[src/rtl/wavegen_sequencer.sv]
// wavegen_sequencer: table-driven sequencer feeding func/freq_sel/amp_sel/ld_init to the waveform generator.
// Define SEQ_LOOP_EN to wrap back to entry 0 forever instead of finishing with a done pulse.
module wavegen_sequencer #(
  parameter int AW      = 3,
  parameter int DWELL_W = 16
) (
  input  logic                 clk,
  input  logic                 rst,
  input  logic                 wr_en,
  input  logic [AW-1:0]        wr_addr,
  input  logic [8+DWELL_W-1:0] wr_data,
  input  logic [AW-1:0]        last_idx,
  input  logic                 start,
  input  logic                 abort,
  output logic                 ld_init,
  output logic [2:0]           func,
  output logic [2:0]           freq_sel,
  output logic [1:0]           amp_sel,
  output logic [AW-1:0]        cur_idx,
  output logic                 busy,
  output logic                 done
);
  localparam int EW = 8 + DWELL_W;
  localparam logic [1:0] IDLE = 2'd0, LOAD = 2'd1, RUN = 2'd2;
  logic [1:0]         state;
  logic [EW-1:0]      tbl [2**AW];
  logic [AW-1:0]      last_q;
  logic [DWELL_W-1:0] cnt;
  logic               at_last;
  logic [AW-1:0]      nxt_idx;
  logic [EW-1:0]      nxt_e;
  // A zero dwell is promoted to one cycle so the counter never wraps.
  function automatic logic [DWELL_W-1:0] dwell_of(input logic [EW-1:0] e);
    return (e[DWELL_W-1:0] == '0) ? DWELL_W'(1) : e[DWELL_W-1:0];
  endfunction
  assign busy = state != IDLE;
  always_comb begin
    at_last = cur_idx == last_q;
    nxt_idx = at_last ? '0 : cur_idx + AW'(1);
    nxt_e   = tbl[nxt_idx];
  end
  always_ff @(posedge clk or posedge rst) begin
    if (rst) begin
      state                     <= IDLE;
      last_q                    <= '0;
      cnt                       <= '0;
      cur_idx                   <= '0;
      {func, freq_sel, amp_sel} <= '0;
      ld_init                   <= 1'b0;
      done                      <= 1'b0;
      for (int i = 0; i < 2**AW; i++) tbl[i] <= '0;
    end else begin
      done    <= 1'b0;
      ld_init <= 1'b0;
      if (wr_en && !busy) tbl[wr_addr] <= wr_data;
      if (abort) begin
        state                     <= IDLE;
        cur_idx                   <= '0;
        {func, freq_sel, amp_sel} <= '0;
      end else if (state == IDLE) begin
        if (start) begin
          state                     <= LOAD;
          last_q                    <= last_idx;
          cur_idx                   <= '0;
          {func, freq_sel, amp_sel} <= tbl[0][EW-1:DWELL_W];
          ld_init                   <= 1'b1;
        end
      end else if (state == LOAD) begin
        state <= RUN;
        cnt   <= dwell_of(tbl[0]);
      end else if (cnt > DWELL_W'(1)) begin
        cnt <= cnt - DWELL_W'(1);
`ifdef SEQ_LOOP_EN
      end else begin
        cur_idx                   <= nxt_idx;
        {func, freq_sel, amp_sel} <= nxt_e[EW-1:DWELL_W];
        cnt                       <= dwell_of(nxt_e);
      end
`else
      end else if (!at_last) begin
        cur_idx                   <= nxt_idx;
        {func, freq_sel, amp_sel} <= nxt_e[EW-1:DWELL_W];
        cnt                       <= dwell_of(nxt_e);
      end else begin
        state <= IDLE;
        done  <= 1'b1;
      end
`endif
    end
  end
endmodule
[config.mk]
export PLATFORM = sky130hd
export DESIGN_NAME = wavegen_sequencer
export DESIGN_NICKNAME = d
export VERILOG_FILES = /design/src/rtl/wavegen_sequencer.sv
export SDC_FILE = /design/constraint.sdc
export NUM_CORES = 1
export LEC_CHECK = 0
export ABC_AREA = 1
export CORE_MARGIN = 4
export CORE_UTILIZATION = 29
export DETAILED_ROUTE_END_ITERATION = 10
export HOLD_SLACK_MARGIN = 0.05
export PLACE_DENSITY_LB_ADDON = 0.08
export SYNTH_ARGS = -nofsm -noshare
export SYNTH_HDL_FRONTEND = slang
export SYNTH_SLANG_ARGS = --single-unit
[constraint.sdc]
create_clock -name clk -period 22 [get_ports clk]
set_input_delay 3.3 -clock clk [delete_from_list [all_inputs] [get_ports clk]]
set_output_delay 3.3 -clock clk [all_outputs]
set_load 0.05 [all_outputs]
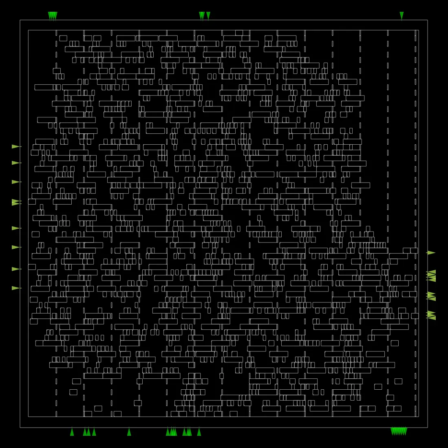
Figure 1: run 1, placement view.
total number of placement rows: 71
Final Instance Count excl. Fillers: 1,928
count of sequential standard cells: 226
well tap count: 511

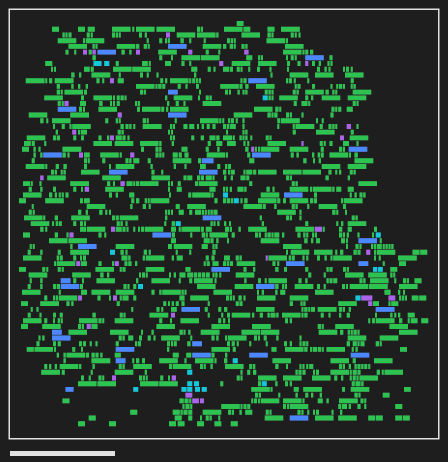
Figure 2: run 1, cell sizes after repair.
Bar = 50 µm.
x2: in purple, cells 41. x3 and x4: in cyan, cells 22. x1 and smaller: in green, cells 1,318. x6 and larger: in blue, cells 36.

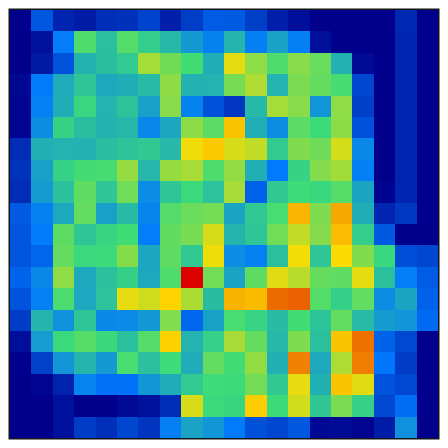
Figure 3: run 1, wiring heat map.
20 x 20 tiles, from dark blue (low) to red (high), scaled to the fullest tile. Values are wire area over tile area, all layers added.
The emptiest ninth of the die: top right. 12% of the tiles are nearly empty. The mean over all tiles is 0.13.

==> notes.md, run 1 <==
Implementation results are summarized by area below.

Critical path
The delay contributed by the slowest stage of the critical path is 0.92 ns. The arrival time of data at the worst endpoint is listed as 2.43 ns. Listed in order, past its start point the critical path passes buf_4 > clkdlybuf4s50_1.

The capture point of the critical path was reported as cur_idx[0]. In this run the worst path has a maximum fanout of 37. The startpoint of the worst setup timing path is cur_idx[0]. The master of the slowest instance on the critical path is clkdlybuf4s50_1. The number of cells on the worst reg-to-reg path is 21. The critical path startpoint category is a flop.

In the setup report, the worst path falls into the class flop to primary output. The capture point of the worst reg-to-reg path is cnt[0]. In this run the critical register-to-register path is launched from cur_idx[0].

Timing
The post-layout worst setup margin is 16.27 ns. Max-slew check failures listed in the final report amount to 0. Setup repair after global routing left no endpoint under its margin. The end-of-flow timing check tallies setup violations at 0. The highest clock rate is 0.175 GHz. The final timing report lists a hold violation count of 0. Summed over all failing endpoints, the final setup total negative slack is 0 ns. The portion of the clock cycle consumed by the worst path in the final layout is 26.0%.

Synthesis
The area recorded from the Yosys report for this design is 0.0111 mm². The number of cells reported by Yosys stat comes to 1,387. Counting every instance in the synthesized netlist gives 1,387. The net count after synthesis is 1,425.

Of the synthesized area, sequential elements account for 51.0%. The area of the mapped netlist is 0.0111 mm². The number of warnings issued by yosys is 0.

Clock tree
The clock latency on the worst-skew pair is 0.55 ns. The tree built by TritonCTS fans out to 226 sinks. Looking at the clock tree report, the H-tree level count equals 1.

The largest buffer count on any clock path is 3. Per the post-CTS timing run, clock transition at the registers of the reported paths is 0.06 ns. Post-CTS repair changed the size of 0 cells. TritonCTS built the clock tree.

Final layout
The registers reported with the highest flop counts are tbl (192), cnt (16). At the end of the flow the core is filled with cells to 34.1%. The relative area of non-clock buffer cells in the final design is 4.91%. The layout clock buffer count is 45. The layout net count is 1,435. The number of antenna diodes is 0. The most common logic cells in the final layout are nand2_1 (345), dfrtp_1 (226), o21ai_0 (214), inv_1 (144), nand3_1 (115). The layout has 68 buffers outside the clock class.

The cell area after layout is 0.0128 mm². The sequential fraction of total cell area is 44.1%. The storage element area is 0.00566 mm². The number of combinational gates with multiple inputs is 924. By area, the class that comes first in the final layout consists of sequential cells. In the final layout, clock buffers and inverters account for 6.70% of the cell area.

The non-clock inverters instantiated in the layout total 149. The register with the most flip-flops in the layout has 192 of them.

Global route
The global-route track usage on met3 is 2.19%. The wire length of the first global-routing pass is 56,700 µm. The pin count of the biggest net entering global routing is 93.

The met2 capacity usage during global routing is 28.1%. The aggregate global-route resource usage is 17.4%. The global routing report lists met1 layer usage as 25.3%. In this run the most used layer during global routing was met2. The initial antenna violation count is 0. The number of global-route vias before repair is 9,263. After global routing the overflow that remains totals 0.

Floorplanning
In this run the standard cell core region covers 0.0377 mm². The floorplan step set the die width to 204 µm. The chip occupies 0.0415 mm². The vertical die dimension reported for this design is 204 µm.

The I/O pin count is 49.

Worst hold path
The terminating pin of the worst hold path is tbl[154]. The cell count of the worst hold path is 2.

Run status
The run finished with clean final reports.

Drt
The first-iteration detailed-routing DRC count is 566. For this block, the via count after detailed routing is 9,272. Per the post-route antenna check, the number of violating nets is 0. The overall routed net length is 35,800 µm.

Flow run
The max-capacitance violation count is 0. Warnings raised by the tools during the run amount to 27.

Placed design
The placer's final routability congestion estimate is 0.797. For this run the detailed placement stage logged an HPWL of 21,800 µm. The cell count after placement is 1,878. The placement stage leaves a total instance area of 0.0120 mm². The tally of buffers added on design ports is 48.

Pwr
Per the power-grid run, VDD falls by no more than 0.0598 mV.
==> run 1: Yosys cell counts <==
library cell  number  area share [%]
a21oi_1           45             2.0
a31oi_1            4            0.23
a32oi_1            1           0.079
a41oi_1            1           0.079
buf_1              1           0.034
buf_2             25             1.1
buf_4              4            0.27
buf_6              5            0.51
clkbuf_1          53             1.8
clkinv_1           1           0.034
dfrtp_1          226              51
ha_1               3            0.34
inv_1            145             4.9
inv_2              2           0.068
inv_4              1           0.056
nand2_1          346              12
nand2_2            2            0.11
nand2_4            1            0.10
nand3_1          115             5.2
nand3_2            1           0.090
nand3b_1           4            0.27
nand4_1           15            0.85
nor2_1            55             1.9
nor2_2             1           0.056
nor3_1             7            0.32
nor3_2             1           0.090
nor4_1             4            0.23
o2111ai_1         27             2.1
o211ai_1          19             1.3
o21ai_0          214             9.6
o21ai_1           11            0.50
o221ai_1           5            0.39
o22ai_1            1           0.056
o31ai_1            1           0.068
or2_2             26             1.5
xnor2_1            1           0.079
xor2_1            13             1.0
==> run 1: metal layers <==
metal  wire length [µm]  vias up  share of wire, %
met3               1330       35               3.7
li1                   -     4603                 -
met4                652        0               1.8
met2              16600      156                46
met1              17300     4478                48
met5                  0        -                 0
==> run 1: tightest hold or removal path: stages (launching register included) <==
cell and delay, ns:
dfrtp_1 0.33, nand2_1 0.05, o21ai_0 0.06
==> run 1: power breakdown <==
part | total [µW] | internal (µW) | switching [µW]
sequential | 613 | 539 | 74.7
combinational | 489 | 168 | 320
clock | 436 | 254 | 182
==> run 1: cells by family after synthesis <==
kind of cell,synth area share (%)
buf+inv,8.79
compound gates,16.5
xor+xnor,1.10
fa+ha+maj,0.338
flops,51.0
simple gates,22.3
Figure 4. Sequential cells colored by netlist name (run 1).
Bar = 50 µm.
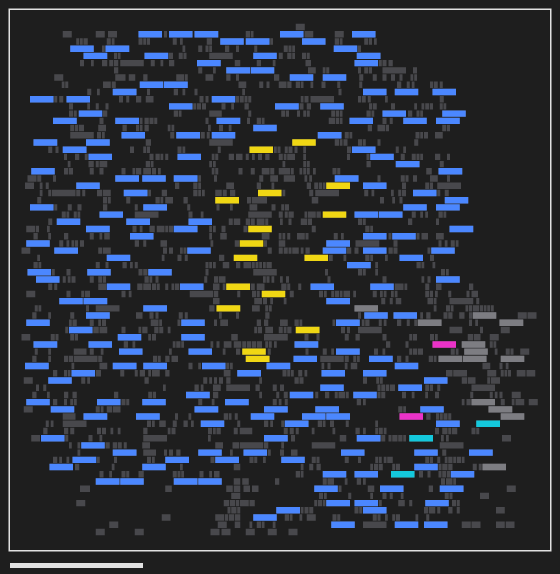

==> run 2, diff against run 1 <==
Clock period 22 ns to 5.9 ns, I/O delays scaled along.
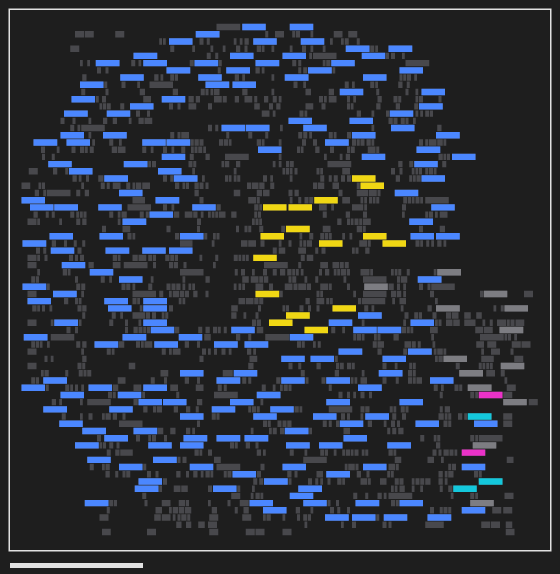
Figure 5: run 2, sequential cells colored by netlist name.
Bar = 50 µm.
`cnt`: in yellow, sequential cells 16, where middle. `tbl`: in blue, sequential cells 192, where widely spread. `func`: in cyan, sequential cells 3. `amp_sel`: in magenta, sequential cells 2.
Another 13 sequential cells are not colored.

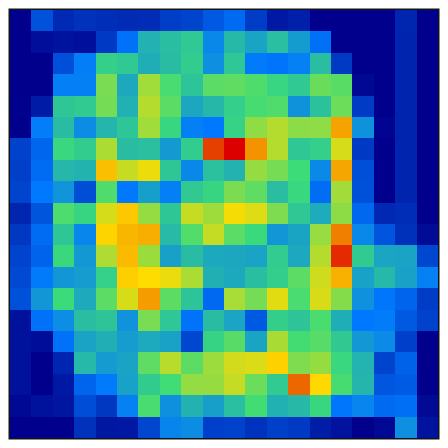
Figure 6: run 2, wiring heat map.
20 x 20 tiles, from dark blue (low) to red (high), scaled to the fullest tile. Values are wire area over tile area, all layers added.
The fullest tile reaches 0.40. The emptiest ninth of the die: top right. 25% of the tiles are over half the peak. The mean over all tiles is 0.14. The densest ninth of the die: middle.

==> run 2 against run 1 <==
Largest cell class unchanged. Count of clock-buffer cells in the layout shrank 3. Die area is the same. Highest routed layer unchanged. Sequential cell count is the same. Core utilization shrank 0.053 points. Sequential share of layout area grew 0.069 points. Synthesized cell count is the same.
==> notes.md, run 2 <==
Implementation results are summarized by area below.

Pwr
The sequential power share was 39.7% (was 39.9%). The group drawing the most power was registers (unchanged). The relative contribution of combinational cells to total power was 32.5% (was 31.8%).

The flip-flop and latch power is 2290 µW (was 613 µW). The static power due to leakage is 0.00595 µW (was 0.00596 µW). The net switching power is 2180 µW (was 577 µW). The clock power share is 27.8% (was 28.4%). The power dissipated in combinational cells is 1870 µW (was 489 µW). The worst voltage drop across the vdd grid is 0.218 mV (was 0.0598 mV). The design internal power is 3590 µW (was 961 µW).

The switching share of power came to 37.8% (was 37.5%). The power of the clock network is 1610 µW (was 436 µW). The total power density per cell area came to 450 mW/mm² (was 120 mW/mm²).

Synthesis
The area of the mapped netlist is 0.0111 mm² (unchanged). Leading cell types by total area after synthesis: dfrtp_1 (51%), nand2_1 (12%), o21ai_0 (9.6%) (unchanged). The most frequently used flop master after synthesis is dfrtp_1 (unchanged). The register area share after synthesis is 51.0% (unchanged). The dominant kind of combinational cell was simple AND/OR/NAND/NOR gates (unchanged).

The post-synthesis compound-gate area fraction is 16.5% (unchanged). The instance tally after logic synthesis is 1,387 (unchanged). Synth cell count leaders: nand2_1 (346), dfrtp_1 (226), o21ai_0 (214) (unchanged). The net count after synthesis came to 1,425 (unchanged).

The top-area cell type share of the netlist area is 51.0% (unchanged). The number of warnings issued by yosys is 0 (unchanged). The synthesized chip area reported by yosys was 0.0111 mm² (unchanged). The count of instantiated cells in the yosys netlist is 1,387 (unchanged). The adder-cell area share of the yosys netlist was 0.338% (unchanged). The xor/xnor cell area share of the yosys netlist is 1.10% (unchanged).

The number of distinct library cells after synthesis came to 37 (unchanged). The number of flip-flops and latches in the synthesized netlist is 226 (unchanged). The number of enable flip-flop cells was 0 (unchanged). The most repeated cell in the gate-level netlist after synthesis is nand2_1 (unchanged).

The multiplexer fraction of the synthesized cell area came to 0% (unchanged). The synthesized-area fraction occupied by and/or/nand/nor cells is 22.3% (unchanged). The largest area contributor in the netlist is dfrtp_1 (unchanged). The average footprint of a synthesized cell is 8.00 µm² (unchanged). The async set-reset flop share out of synthesis came to 100% (unchanged).

Global route
The global-route congestion overflow total was 0 (unchanged). The pin count of the biggest net entering global routing was 114 (was 93). The number of global-route vias before repair is 9,214 (was 9,263). The aggregate global-route resource usage is 17.3% (was 17.4%). The wire length of the first global-routing pass came to 56,600 µm (was 56,700 µm). The initial antenna violation count is 0 (unchanged).

Clock tree
The largest buffer count on any clock path was 3 (unchanged). The CTS tree is done (unchanged). The clock latency on the worst-skew pair is 0.55 ns (about the same). The CTS clock-pin slew for the worst setup and hold paths is 0.06 ns (about the same). The total clock buffers created by CTS is 28 (unchanged).

The TritonCTS sink count is 226 (unchanged). The depth of the CTS H-tree is 1 (unchanged). The number of hold buffers added after CTS is 0 (unchanged). The root buffer cell is clkbuf_16 (unchanged). The number of buffers inserted to repair setup after CTS is 0 (unchanged). The count of instances resized after the clock tree is built came to 0 (unchanged).

Final layout
The most flop-heavy register is tbl (unchanged). The non-clock buffer instance count of the final layout is 68 (unchanged). The core occupancy in the finished layout is 34.0% (was 34.1%). Biggest registers after layout: tbl (192), cnt (16) (unchanged). The share of the final layout cell area in multi-input gates came to 35.0% (was 34.9%). The number of flip-flops in the largest register is 192 (unchanged). The commonest non-fill, non-tap cell in the layout is nand2_1 (unchanged).

The relative area change from synthesis to final layout is 15.5% (was 15.7%). The clock-cell share of area is 6.51% (was 6.70%). The number of flip-flops and latches is 226 (unchanged). The sequential fraction of total cell area was 44.1% (about the same). The number of signal-net inverters in the final layout came to 149 (unchanged). The area-dominant cell class after layout is sequential cells (unchanged). The layout cell share with drive strength beyond 1 is 6.73% (was 6.99%).

Top cells excl fill/tap: nand2_1 (345), dfrtp_1 (226), o21ai_0 (214), inv_1 (144), nand3_1 (115) (unchanged). The storage element area is 0.00566 mm² (unchanged). The layout net count is 1,435 (unchanged).

The number of combinational gates with multiple inputs is 924 (unchanged). The number of antenna diodes came to 0 (unchanged). The relative area of non-clock buffer cells in the final design was 5.02% (was 4.91%). The layout clock buffer count came to 42 (was 45).

Worst hold path
The worst hold-check path type is flop to flop (unchanged). The critical hold path startpoint is tbl[37] (was tbl[154]). The terminating pin of the worst hold path is tbl[37] (was tbl[154]). The cell count of the worst hold path is 2 (unchanged).

Drt
The total number of vias came to 9,354 (was 9,272). The first-iteration detailed-routing DRC count is 837 (was 566). The number of nets with antenna violations after detailed routing is 0 (unchanged). The average routed wire per standard cell is 18.7 µm (was 18.6 µm). The overall routed net length was 36,000 µm (was 35,800 µm). The DRC violation count after routing is 0 (unchanged). The number of detailed-route iterations in the first pass is 5 (unchanged). The average vias per placed instance is 4.87 (was 4.81).

Timing
The worst clock skew is 0.00952 ns (was 0.0176 ns). The slew at the pin with the worst max-slew slack came to 0.989 ns (was 1.05 ns). For the finished layout, the period the worst path requires is 3.47 ns. The final-report setup violation count is 0 (unchanged). The portion of the clock cycle consumed by the worst path in the final layout is 58.9%. The sum of negative setup slack was 0 ns (unchanged).

The normalized max-slew margin is 33.9% (was 29.7%). Setup repair after global routing missed its margin: false (unchanged). The final-report hold violation count is 0 (unchanged). The number of slew-limit violations in the final report is 0 (unchanged). The highest clock rate is 0.288 GHz.

Floorplanning
The number of cell rows is 71 (unchanged). The I/O pin count was 49 (unchanged). The area of the placeable core is 0.0377 mm² (unchanged). The chip area came to 0.0415 mm² (unchanged). The width of the chip is 204 µm (unchanged). The inserted tap cell count is 511 (unchanged).

The initial core utilization is 29.5% (unchanged). The overall die height came to 204 µm (unchanged).

Flow run
The number of OpenROAD warnings came to 29 (was 27). The max-capacitance violation count was 0 (unchanged).

Run status
Status: finished clean (unchanged).

Placed design
The tally of buffers added on design ports is 48 (unchanged). The HPWL after detailed placement came to 22,600 µm (was 21,800 µm). The placer's final routability congestion estimate is 0.819 (was 0.797).

Critical path
The required time at the worst-slack endpoint is 6.33 ns (was 18.70 ns). The data arrival time of the critical path is 3.90 ns (was 2.43 ns). The critical path startpoint category is a flop (unchanged).

The startpoint of the worst register-to-register path was cur_idx[0] (unchanged). The category of the worst setup path capture point was a flop (was primary output). The largest fanout on the critical path is 65 (was 37). The kind of critical path is flop to flop (was flop to primary output). The register-to-register setup slack is 2.43 ns (was 16.91 ns). The number of cells on the worst reg-to-reg path came to 14 (was 21). The capture point of the worst reg-to-reg path was func[0] (was cnt[0]).
-- run 2: metrics by stage --
step           worst slack, ns  cell area (µm²)  hold WS [ns]  total power (µW)  instances
2_1_floorplan             2.06            11100         0.444              3600       1387
5_1_grt                   2.02            12800         0.494              6200       1922
3_3_place_gp              2.48            12000         0.459              4230       1878
4_1_cts                   2.40            12800         0.481              5860       1922
3_5_place_dp              2.41            12000         0.466              4200       1878
6_report                  2.43            12800         0.477              5770       1922
-- run 2: worst max-delay path by stage --
stage | end | startpoint | slack (ns) | cells past startpoint
finish | func[0] | cur_idx[0] | 2.43 | 14
CTS | func[0] | cur_idx[0] | 2.40 | 14
floorplan | amp_sel[0] | rst | 2.06 | 1
global placement | cnt[0] | cur_idx[0] | 2.48 | 20
global route | func[0] | cur_idx[2] | 2.02 | 14
detailed placement | func[0] | cur_idx[0] | 2.41 | 14
-- run 2: critical path: stages (launching register included) --
cell     delay [ns]
dfrtp_1        0.45
inv_4          0.06
nand2_1        0.06
nand2_1        0.05
nand3_2        0.09
buf_4          0.59
nand2_4        0.68
inv_1          0.54
o21ai_0        0.16
a21oi_1        0.18
a31oi_1        0.06
nand2_1        0.10
nand4_1        0.09
o21ai_0        0.09
inv_1          0.05
-- run 2: kinds of logic after synthesis --
| group | Yosys count |
|---|---|
| flip-flops | 226 |
| buffers and inverters | 237 |
| adder cells (fa/ha/maj) | 3 |
| AND-OR/OR-AND | 329 |
| AND/OR/NAND/NOR | 578 |
| XOR/XNOR | 14 |
-- run 2: layer usage --
layer | part of all wire, % | wire length (µm) | vias to the layer above | GRT usage, %
met3 | 4.2 | 1520 | 47 | 2.53
met5 | 0 | 0 | - | 0
met2 | 42 | 15300 | 195 | 25.8
li1 | - | - | 4588 | -
met1 | 51 | 18400 | 4524 | 26.5
met4 | 2.3 | 837 | 0 | 4.07
Power is estimated from default activity; no workload was simulated.
